Figure 1. Metal layers overlaid (run 1).
(6 px per um) Only two layers are drawn.
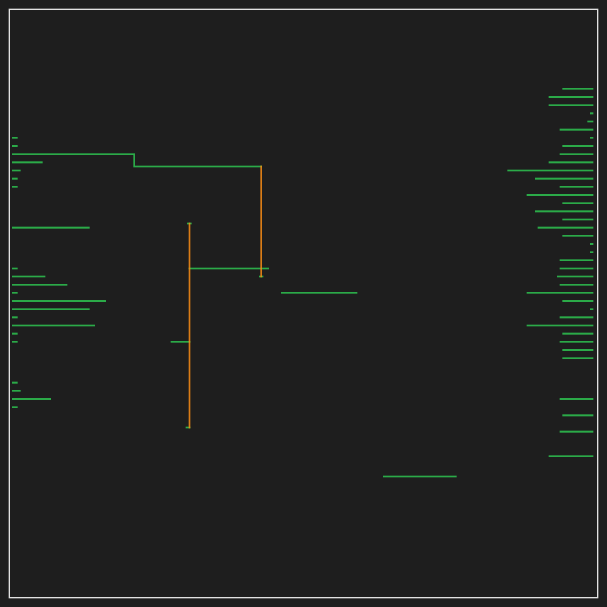
Figure 2. The clock network (run 1).
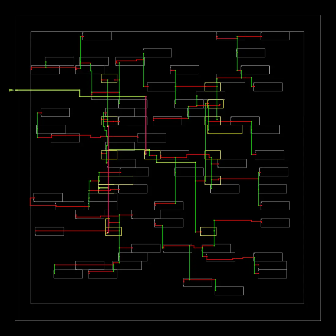
Figure 3. The metal 2 layer (run 1).
(4 px per um) Cells faint in the background.
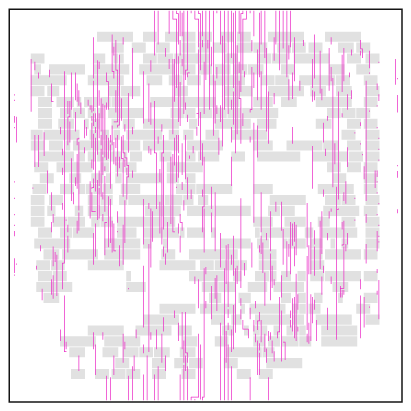
**src/rtl/branch_sequencer_pkg.sv**
```systemverilog
// Shared definitions for the branch sequencer: IR field layout, opcodes,
// FSM state encoding and the per-state strobe decode.
package branch_sequencer_pkg;

    localparam int unsigned IR_W  = 32;
    localparam int unsigned OP_HI = 31;
    localparam int unsigned OP_LO = 27;
    localparam int unsigned OP_W  = 5;
    localparam int unsigned C2_HI = 22;
    localparam int unsigned C2_LO = 19;
    localparam int unsigned C2_W  = 4;
    localparam int unsigned C_HI  = 18;
    localparam int unsigned C_W   = 19;

    localparam logic [OP_W-1:0] OP_LOAD   = 5'b00000;
    localparam logic [OP_W-1:0] OP_STORE  = 5'b00010;
    localparam logic [OP_W-1:0] OP_ADD    = 5'b00011;
    localparam logic [OP_W-1:0] OP_BRANCH = 5'b10010;
    localparam logic [OP_W-1:0] OP_JUMP   = 5'b10011;

    typedef enum logic [2:0] {
        ST_IDLE = 3'd0,
        ST_T3   = 3'd1,
        ST_T4   = 3'd2,
        ST_T5   = 3'd3,
        ST_T6   = 3'd4,
        ST_DONE = 3'd5
    } state_t;

    // pc_en marks T6; the final pc_in is pc_en qualified by the live CON value.
    typedef struct packed {
        logic gra;
        logic r_out;
        logic con_in;
        logic pc_out;
        logic y_in;
        logic c_out;
        logic alu_add;
        logic z_in;
        logic zlo_out;
        logic pc_en;
    } strobe_t;

    function automatic strobe_t strobes_of(input state_t s);
        strobe_t st;
        st = '0;
        case (s)
            ST_T3: begin
                st.gra    = 1'b1;
                st.r_out  = 1'b1;
                st.con_in = 1'b1;
            end
            ST_T4: begin
                st.pc_out = 1'b1;
                st.y_in   = 1'b1;
            end
            ST_T5: begin
                st.c_out   = 1'b1;
                st.alu_add = 1'b1;
                st.z_in    = 1'b1;
            end
            ST_T6: begin
                st.zlo_out = 1'b1;
                st.pc_en   = 1'b1;
            end
            default: st = '0;
        endcase
        return st;
    endfunction

endpackage

```
**src/rtl/branch_sequencer_if.sv**
```systemverilog
// Handshake and datapath-control bundle between the main control unit
// (master) and the branch sequencer (slave).
interface branch_sequencer_if #(
    parameter int unsigned DATA_W = 32,
    parameter int unsigned CNT_W  = 16
);
    logic              start;
    logic [31:0]       ir;
    logic              con;
    logic              busy;
    logic              done;
    logic              illegal;
    logic [3:0]        c2;
    logic [DATA_W-1:0] c_sext;
    logic              gra;
    logic              r_out;
    logic              con_in;
    logic              pc_out;
    logic              y_in;
    logic              c_out;
    logic              alu_add;
    logic              z_in;
    logic              zlo_out;
    logic              pc_in;
    logic [CNT_W-1:0]  taken_cnt;
    logic [CNT_W-1:0]  nottaken_cnt;

    modport master (
        output start, ir, con,
        input  busy, done, illegal, c2, c_sext,
        input  gra, r_out, con_in, pc_out, y_in, c_out, alu_add, z_in, zlo_out, pc_in,
        input  taken_cnt, nottaken_cnt
    );

    modport slave (
        input  start, ir, con,
        output busy, done, illegal, c2, c_sext,
        output gra, r_out, con_in, pc_out, y_in, c_out, alu_add, z_in, zlo_out, pc_in,
        output taken_cnt, nottaken_cnt
    );
endinterface

```
**src/rtl/branch_sequencer_sat_counter.sv**
```systemverilog
// Up-counter that sticks at all-ones instead of wrapping.
module sat_counter #(
    parameter int unsigned W = 16
) (
    input  logic         clk,
    input  logic         reset,
    input  logic         inc,
    output logic [W-1:0] q
);

    always_ff @(posedge clk or negedge reset) begin
        if (!reset) begin
            q <= '0;
        end else if (inc && (q != '1)) begin
            q <= q + W'(1);
        end
    end

endmodule

```
**src/rtl/branch_sequencer.sv**
```systemverilog
// Steps a conditional branch through phases T3..T6, strobing the CON latch
// and loading PC only when the latched condition is true.
module branch_sequencer
    import branch_sequencer_pkg::*;
#(
    parameter int unsigned     DATA_W        = 32,
    parameter logic [OP_W-1:0] OPCODE_BR     = OP_BRANCH,
    parameter int unsigned     CNT_W         = 16,
    parameter bit              SKIP_ON_FALSE = 1'b0
) (
    input logic               clk,
    input logic               reset,
    branch_sequencer_if.slave bus
);

    state_t            state;
    state_t            state_n;
    logic              accept;
    logic              reject;
    logic              inc_taken;
    logic              inc_nottaken;
    strobe_t           strb_q;
    logic              busy_q;
    logic              done_q;
    logic              illegal_q;
    logic [C2_W-1:0]   c2_q;
    logic [DATA_W-1:0] c_sext_q;
    logic [OP_W-1:0]   opcode;

    assign opcode = bus.ir[OP_HI:OP_LO];

    // State register
    always_ff @(posedge clk or negedge reset) begin
        if (!reset) begin
            state <= ST_IDLE;
        end else begin
            state <= state_n;
        end
    end

    // Next state, handoff decode and counter increments
    always_comb begin
        state_n      = state;
        accept       = 1'b0;
        reject       = 1'b0;
        inc_taken    = 1'b0;
        inc_nottaken = 1'b0;
        case (state)
            ST_IDLE: begin
                if (bus.start) begin
                    if (opcode == OPCODE_BR) begin
                        accept  = 1'b1;
                        state_n = ST_T3;
                    end else begin
                        reject = 1'b1;
                    end
                end
            end
            ST_T3: state_n = ST_T4;
            ST_T4: begin
                if (SKIP_ON_FALSE && !bus.con) begin
                    state_n      = ST_DONE;
                    inc_nottaken = 1'b1;
                end else begin
                    state_n = ST_T5;
                end
            end
            ST_T5: state_n = ST_T6;
            ST_T6: begin
                state_n      = ST_DONE;
                inc_taken    = bus.con;
                inc_nottaken = !bus.con;
            end
            ST_DONE: state_n = ST_IDLE;
            default: state_n = ST_IDLE;
        endcase
    end

    // Strobes are registered from the next state so each is a clean Moore output.
    always_ff @(posedge clk or negedge reset) begin
        if (!reset) begin
            strb_q    <= '0;
            busy_q    <= 1'b0;
            done_q    <= 1'b0;
            illegal_q <= 1'b0;
            c2_q      <= '0;
            c_sext_q  <= '0;
        end else begin
            strb_q    <= strobes_of(state_n);
            busy_q    <= (state_n != ST_IDLE);
            done_q    <= (state_n == ST_DONE);
            illegal_q <= reject;
            if (accept) begin
                c2_q     <= bus.ir[C2_HI:C2_LO];
                c_sext_q <= {{(DATA_W-C_W){bus.ir[C_HI]}}, bus.ir[C_HI:0]};
            end
        end
    end

    sat_counter #(.W(CNT_W)) u_taken_cnt (
        .clk   (clk),
        .reset (reset),
        .inc   (inc_taken),
        .q     (bus.taken_cnt)
    );

    sat_counter #(.W(CNT_W)) u_nottaken_cnt (
        .clk   (clk),
        .reset (reset),
        .inc   (inc_nottaken),
        .q     (bus.nottaken_cnt)
    );

    assign bus.busy    = busy_q;
    assign bus.done    = done_q;
    assign bus.illegal = illegal_q;
    assign bus.c2      = c2_q;
    assign bus.c_sext  = c_sext_q;
    assign bus.gra     = strb_q.gra;
    assign bus.r_out   = strb_q.r_out;
    assign bus.con_in  = strb_q.con_in;
    assign bus.pc_out  = strb_q.pc_out;
    assign bus.y_in    = strb_q.y_in;
    assign bus.c_out   = strb_q.c_out;
    assign bus.alu_add = strb_q.alu_add;
    assign bus.z_in    = strb_q.z_in;
    assign bus.zlo_out = strb_q.zlo_out;
    // PC loads in T6 only while the latched condition holds.
    assign bus.pc_in   = strb_q.pc_en & bus.con;

endmodule

```
**src/flat_wrapper.sv**
```systemverilog
// flat-port wrapper written by rule: the top's interface ports become plain ports
module branch_sequencer_flat import branch_sequencer_pkg::*;
#(
    parameter int unsigned     DATA_W        = 32,
    parameter logic [OP_W-1:0] OPCODE_BR     = OP_BRANCH,
    parameter int unsigned     CNT_W         = 16,
    parameter bit              SKIP_ON_FALSE = 1'b0
)
  (clk, reset, bus_start, bus_ir, bus_con, bus_busy, bus_done, bus_illegal, bus_c2, bus_c_sext, bus_gra, bus_r_out, bus_con_in, bus_pc_out, bus_y_in, bus_c_out, bus_alu_add, bus_z_in, bus_zlo_out, bus_pc_in, bus_taken_cnt, bus_nottaken_cnt);
  branch_sequencer_if #(.DATA_W(DATA_W), .CNT_W(CNT_W)) bus_i ();
  input logic clk;
  input logic reset;
  input wire logic [$bits(bus_i.start)-1:0] bus_start;
  input wire logic [$bits(bus_i.ir)-1:0] bus_ir;
  input wire logic [$bits(bus_i.con)-1:0] bus_con;
  output wire logic [$bits(bus_i.busy)-1:0] bus_busy;
  output wire logic [$bits(bus_i.done)-1:0] bus_done;
  output wire logic [$bits(bus_i.illegal)-1:0] bus_illegal;
  output wire logic [$bits(bus_i.c2)-1:0] bus_c2;
  output wire logic [$bits(bus_i.c_sext)-1:0] bus_c_sext;
  output wire logic [$bits(bus_i.gra)-1:0] bus_gra;
  output wire logic [$bits(bus_i.r_out)-1:0] bus_r_out;
  output wire logic [$bits(bus_i.con_in)-1:0] bus_con_in;
  output wire logic [$bits(bus_i.pc_out)-1:0] bus_pc_out;
  output wire logic [$bits(bus_i.y_in)-1:0] bus_y_in;
  output wire logic [$bits(bus_i.c_out)-1:0] bus_c_out;
  output wire logic [$bits(bus_i.alu_add)-1:0] bus_alu_add;
  output wire logic [$bits(bus_i.z_in)-1:0] bus_z_in;
  output wire logic [$bits(bus_i.zlo_out)-1:0] bus_zlo_out;
  output wire logic [$bits(bus_i.pc_in)-1:0] bus_pc_in;
  output wire logic [$bits(bus_i.taken_cnt)-1:0] bus_taken_cnt;
  output wire logic [$bits(bus_i.nottaken_cnt)-1:0] bus_nottaken_cnt;
  assign bus_i.start = bus_start;
  assign bus_i.ir = bus_ir;
  assign bus_i.con = bus_con;
  assign bus_busy = bus_i.busy;
  assign bus_done = bus_i.done;
  assign bus_illegal = bus_i.illegal;
  assign bus_c2 = bus_i.c2;
  assign bus_c_sext = bus_i.c_sext;
  assign bus_gra = bus_i.gra;
  assign bus_r_out = bus_i.r_out;
  assign bus_con_in = bus_i.con_in;
  assign bus_pc_out = bus_i.pc_out;
  assign bus_y_in = bus_i.y_in;
  assign bus_c_out = bus_i.c_out;
  assign bus_alu_add = bus_i.alu_add;
  assign bus_z_in = bus_i.z_in;
  assign bus_zlo_out = bus_i.zlo_out;
  assign bus_pc_in = bus_i.pc_in;
  assign bus_taken_cnt = bus_i.taken_cnt;
  assign bus_nottaken_cnt = bus_i.nottaken_cnt;
  branch_sequencer #(.DATA_W(DATA_W), .OPCODE_BR(OPCODE_BR), .CNT_W(CNT_W), .SKIP_ON_FALSE(SKIP_ON_FALSE)) u_core (.clk(clk), .reset(reset), .bus(bus_i));
endmodule
```
**config.mk**
```make
export PLATFORM = sky130hd
export DESIGN_NAME = branch_sequencer_flat
export DESIGN_NICKNAME = d
export VERILOG_FILES = /design/src/rtl/branch_sequencer_pkg.sv /design/src/rtl/branch_sequencer_if.sv /design/src/rtl/branch_sequencer_sat_counter.sv /design/src/rtl/branch_sequencer.sv /design/src/flat_wrapper.sv
export SDC_FILE = /design/constraint.sdc
export NUM_CORES = 1
export LEC_CHECK = 0
export CORE_MARGIN = 5
export CORE_UTILIZATION = 40
export CTS_CLUSTER_SIZE = 28
export DETAILED_ROUTE_END_ITERATION = 12
export PLACE_DENSITY = 0.74
export SYNTH_ARGS = -nofsm -noshare
export SYNTH_HDL_FRONTEND = slang
export SYNTH_SLANG_ARGS = --single-unit
```
**constraint.sdc**
```tcl
create_clock -name clk -period 2.2 [get_ports clk]
set_input_delay 0.22 -clock clk [delete_from_list [all_inputs] [get_ports clk]]
set_output_delay 0.22 -clock clk [all_outputs]
set_load 0.01 [all_outputs]
```
==> ci_impl_report.md, run 1 <==
## Synthesis and layout report

| Metric | Value |
|---|---|
| Ranking of synthesized cells by instance count | dfrtp_1 (65), mux2_2 (26), xor2_1 (24) |
| Post-synth ARST share | 100.0% |
| WS Path Type | reg2reg |
| Synthesized registers | about 65 |
| Initial DRC Count | between 40 and 50 |
| P_int | slightly below 3000 uW |
| Status | finished clean |
| Core Region | ~7600 um2 |
| Fin nets | 385 |
| Top cells, area | dfrtp_1 (53%), mux2_2 (9.5%), xor2_1 (6.8%), buf_4 (5.4%), nor3_1 (1.8%) |
| Tot Pwr | about 4100 uW |
| Clock Skews | 0.01476 ns |
| Reg2reg setup slack | ~0.38 ns |
| Slew Viols, Final | 0 |
| Switching power | about 1200 uW |
| Yosys top cell by area | dfrtp_1 |
| I/O Pins | ~120 |
| Seq/Total Area, Yosys | a little over half |
| Max H-tree Level | 3 |
| Worst Hold Class | in2async |
Back to the opening pictures, Figure 1:
| colour | layer | wire length |
|---|---|---|
| green | met3 | 386 um |
| orange | met4 | 52.4 um |

Back to the opening pictures, Figure 2:
clock group power: 1160 uW
clock sinks: 65
Num CTS Buffers: 9

Back to the opening pictures, Figure 3:
nets with wire on the layer: 355
longest straight run: 47.9 um
share of all routed wire: 49%
main direction: vertical

## run 1: flip-flops by register name, indices dropped and copies added, names as in the netlist
name,count
u_core.bus.illegal,1
u_core.bus.pc_out,1
u_core.bus.con_in,1
u_core.strb_q,1
u_core.bus.done,1
u_core.bus.c2,4
u_core.bus.c_sext,19
u_core.bus.alu_add,1
u_core.state,3
u_core.u_taken_cnt.q,16
u_core.bus.busy,1
u_core.u_nottaken_cnt.q,16
## run 1: routing by layer
| layer | track usage, % | share of wire, % | vias up |
|---|---|---|---|
| met3 | 3.357 | 5.8 | 6 |
| met4 | 5.112 | 0.78 | 0 |
| met5 | 0 | 0 | - |
| met2 | 22.93 | 49 | 68 |
| met1 | 18.34 | 44 | 1060 |
| li1 | - | - | 1043 |
## run 1: worst max-delay path by stage
stage	from	endpoint	slack, ns	cells past startpoint
2_1_floorplan	u_core.u_taken_cnt.q[0]$_DFFE_PN0P_	u_core.u_taken_cnt.q[8]$_DFFE_PN0P_	0.41	6
3_3_place_gp	bus_ir[27]	u_core.bus.c2[3]$_DFFE_PN0P_	0.20	5
3_5_place_dp	bus_ir[27]	u_core.bus.c2[1]$_DFFE_PN0P_	0.15	5
4_1_cts	u_core.state[1]$_DFF_PN0_	u_core.bus.c2[1]$_DFFE_PN0P_	0.36	4
5_1_grt	u_core.state[1]$_DFF_PN0_	u_core.u_nottaken_cnt.q[12]$_DFFE_PN0P_	0.22	4
6_report	u_core.state[1]$_DFF_PN0_	u_core.bus.c2[1]$_DFFE_PN0P_	0.38	4
## run 1: final cells by class
class / count / share of cell area [%]
Tap cell: 102 / 2.877
Multi-Input combinational cell: 147 / 28.01
Sequential cell: 65 / 36.67
Inverter: 3 / 0.2539
Timing Repair Buffer: 121 / 27.02
Clock buffer: 13 / 3.808
Clock inverter: 2 / 1.354
==> run 2, diff against run 1 <==
- clock period: 2.2 -> 1.8 ns (I/O delays scaled with it)
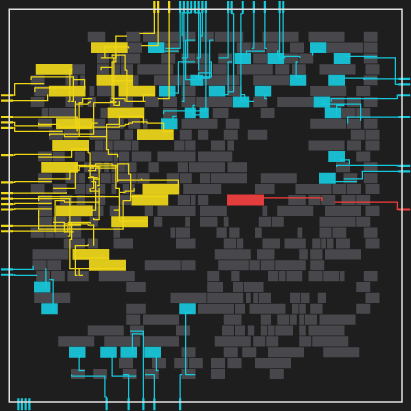
Figure 4: run 2, I/O nets highlighted.
(4 px per um)
| colour | port | bits | direction | edge | end cells | buffers | wire |
|---|---|---|---|---|---|---|---|
| yellow | `bus_nottaken_cnt` | 16 | output | 13 west, 3 north | 16 | 18 | 809 um |
| red | `bus_done` | 1 | output | east | 1 | 1 | 33.1 um |
| cyan | `bus_ir` | 32 | input | 15 north, 9 south, 6 east, 2 west | 26 | 28 | 606 um |

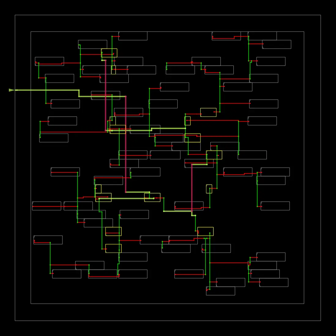
Figure 5: run 2, the clock network.
Clock Latency Late Sink: 0.33 ns
clock group power: 1060 uW

==> ci_impl_report.md, run 2 <==
## Synthesis and layout report

| Metric | Value |
|---|---|
| Max H-tree Level | 3 (unchanged) |
| Worst Hold Class | in2async |
| WS Path Type | reg2reg |
| Synthesized registers | 65 (unchanged) |
| Top cells, area | dfrtp_1 (53%), mux2_2 (9.5%), xor2_1 (6.8%), buf_4 (5.4%), nor3_1 (1.8%) |
| Status | finished clean |
| Largest register FFs | 19 (unchanged) |
| Slew Viols, Final | 0 (unchanged) |
| Tot Pwr | 4856 uW (+17%) |
| Layout cells sized above 1 | roughly a quarter |
| Final worst-path cycle share | approximately 100% |
| Ranking of synthesized cells by instance count | dfrtp_1 (65), mux2_2 (26), xor2_1 (24) |
| Initial DRC Count | 62 (+51%) |
| M3 GR Usage | 4.857% (+1.5 points) |
| DRT met1 WL | 2988 um (+1.6%) |
| Most frequent cells in the layout | clkdlybuf4s50_1 (111), dfrtp_1 (62), mux2_2 (26) |
| Fin nets | 397 (+3.1%) |
| Largest net degree at the start of global routing | about 48 |
| Post-synth ARST share | 100.0% (unchanged) |
| Core Region | 7607 um2 (unchanged) |
| WL met3 | 482 um (+25%) |
| Yosys top cell by area | dfrtp_1 |
| Num CTS Buffers | 9 (unchanged) |
| P_int | 3395 uW (+14%) |
| DR top layer | met4 |
| Clock Skews | 0.006258 ns (-0.008498 ns) |
| Reg2reg setup slack | 0.02 ns (-0.35 ns) |
| Switching power | 1461 uW (+27%) |
| Seq/Total Area, Yosys | 52.74% (unchanged) |
-- run 2: cell counts after synthesis --
Identical to the previous run, type by type.
-- run 2: kinds of logic (layout without fill, tap and decap cells) --
kind of cell / count (synthesis) / count (layout) / synth area share, %
AND/OR/NAND/NOR: 84 / 84 / 19.88
flip-flops: 65 / 65 / 52.74
XOR/XNOR: 30 / 30 / 8.519
buffers and inverters: 29 / 151 / 6.977
multiplexers: 28 / 28 / 10.30
AND-OR/OR-AND: 3 / 3 / 0.7710
adder cells (fa/ha/maj): 2 / 2 / 0.8112
-- run 2: worst max-delay path by stage --
stage	endpoint	slack [ns]	startpoint	cells after the start
floorplan	u_core.u_taken_cnt.q[8]$_DFFE_PN0P_	0.01	u_core.u_taken_cnt.q[0]$_DFFE_PN0P_	6
global placement	u_core.bus.c_sext[12]$_DFFE_PN0P_	-0.12	bus_ir[27]	5
detailed placement	u_core.bus.c_sext[15]$_DFFE_PN0P_	-0.11	bus_ir[27]	5
CTS	u_core.u_nottaken_cnt.q[15]$_DFFE_PN0P_	0.0009	u_core.state[1]$_DFF_PN0_	6
global route	u_core.u_nottaken_cnt.q[15]$_DFFE_PN0P_	-0.08	u_core.state[1]$_DFF_PN0_	6
finish	u_core.u_nottaken_cnt.q[15]$_DFFE_PN0P_	0.02	u_core.state[1]$_DFF_PN0_	6
-- run 2: cell type report --
class	instances	area [um2]
Clock inverter	4	20.02
Inverter	3	11.26
Sequential cell	65	1630
Tap cell	102	127.6
Timing Repair Buffer	133	1296
Clock buffer	11	141.4
Multi-Input combinational cell	147	1286
Fill cell	652	3094
-- run 2: what timing repair did --
action,in CTS,in global routing
hold endpoints to repair,18,0
resized,0,13
setup endpoints to repair,0,37
hold buffers,1,0
Power and IR drop assume default switching activity.
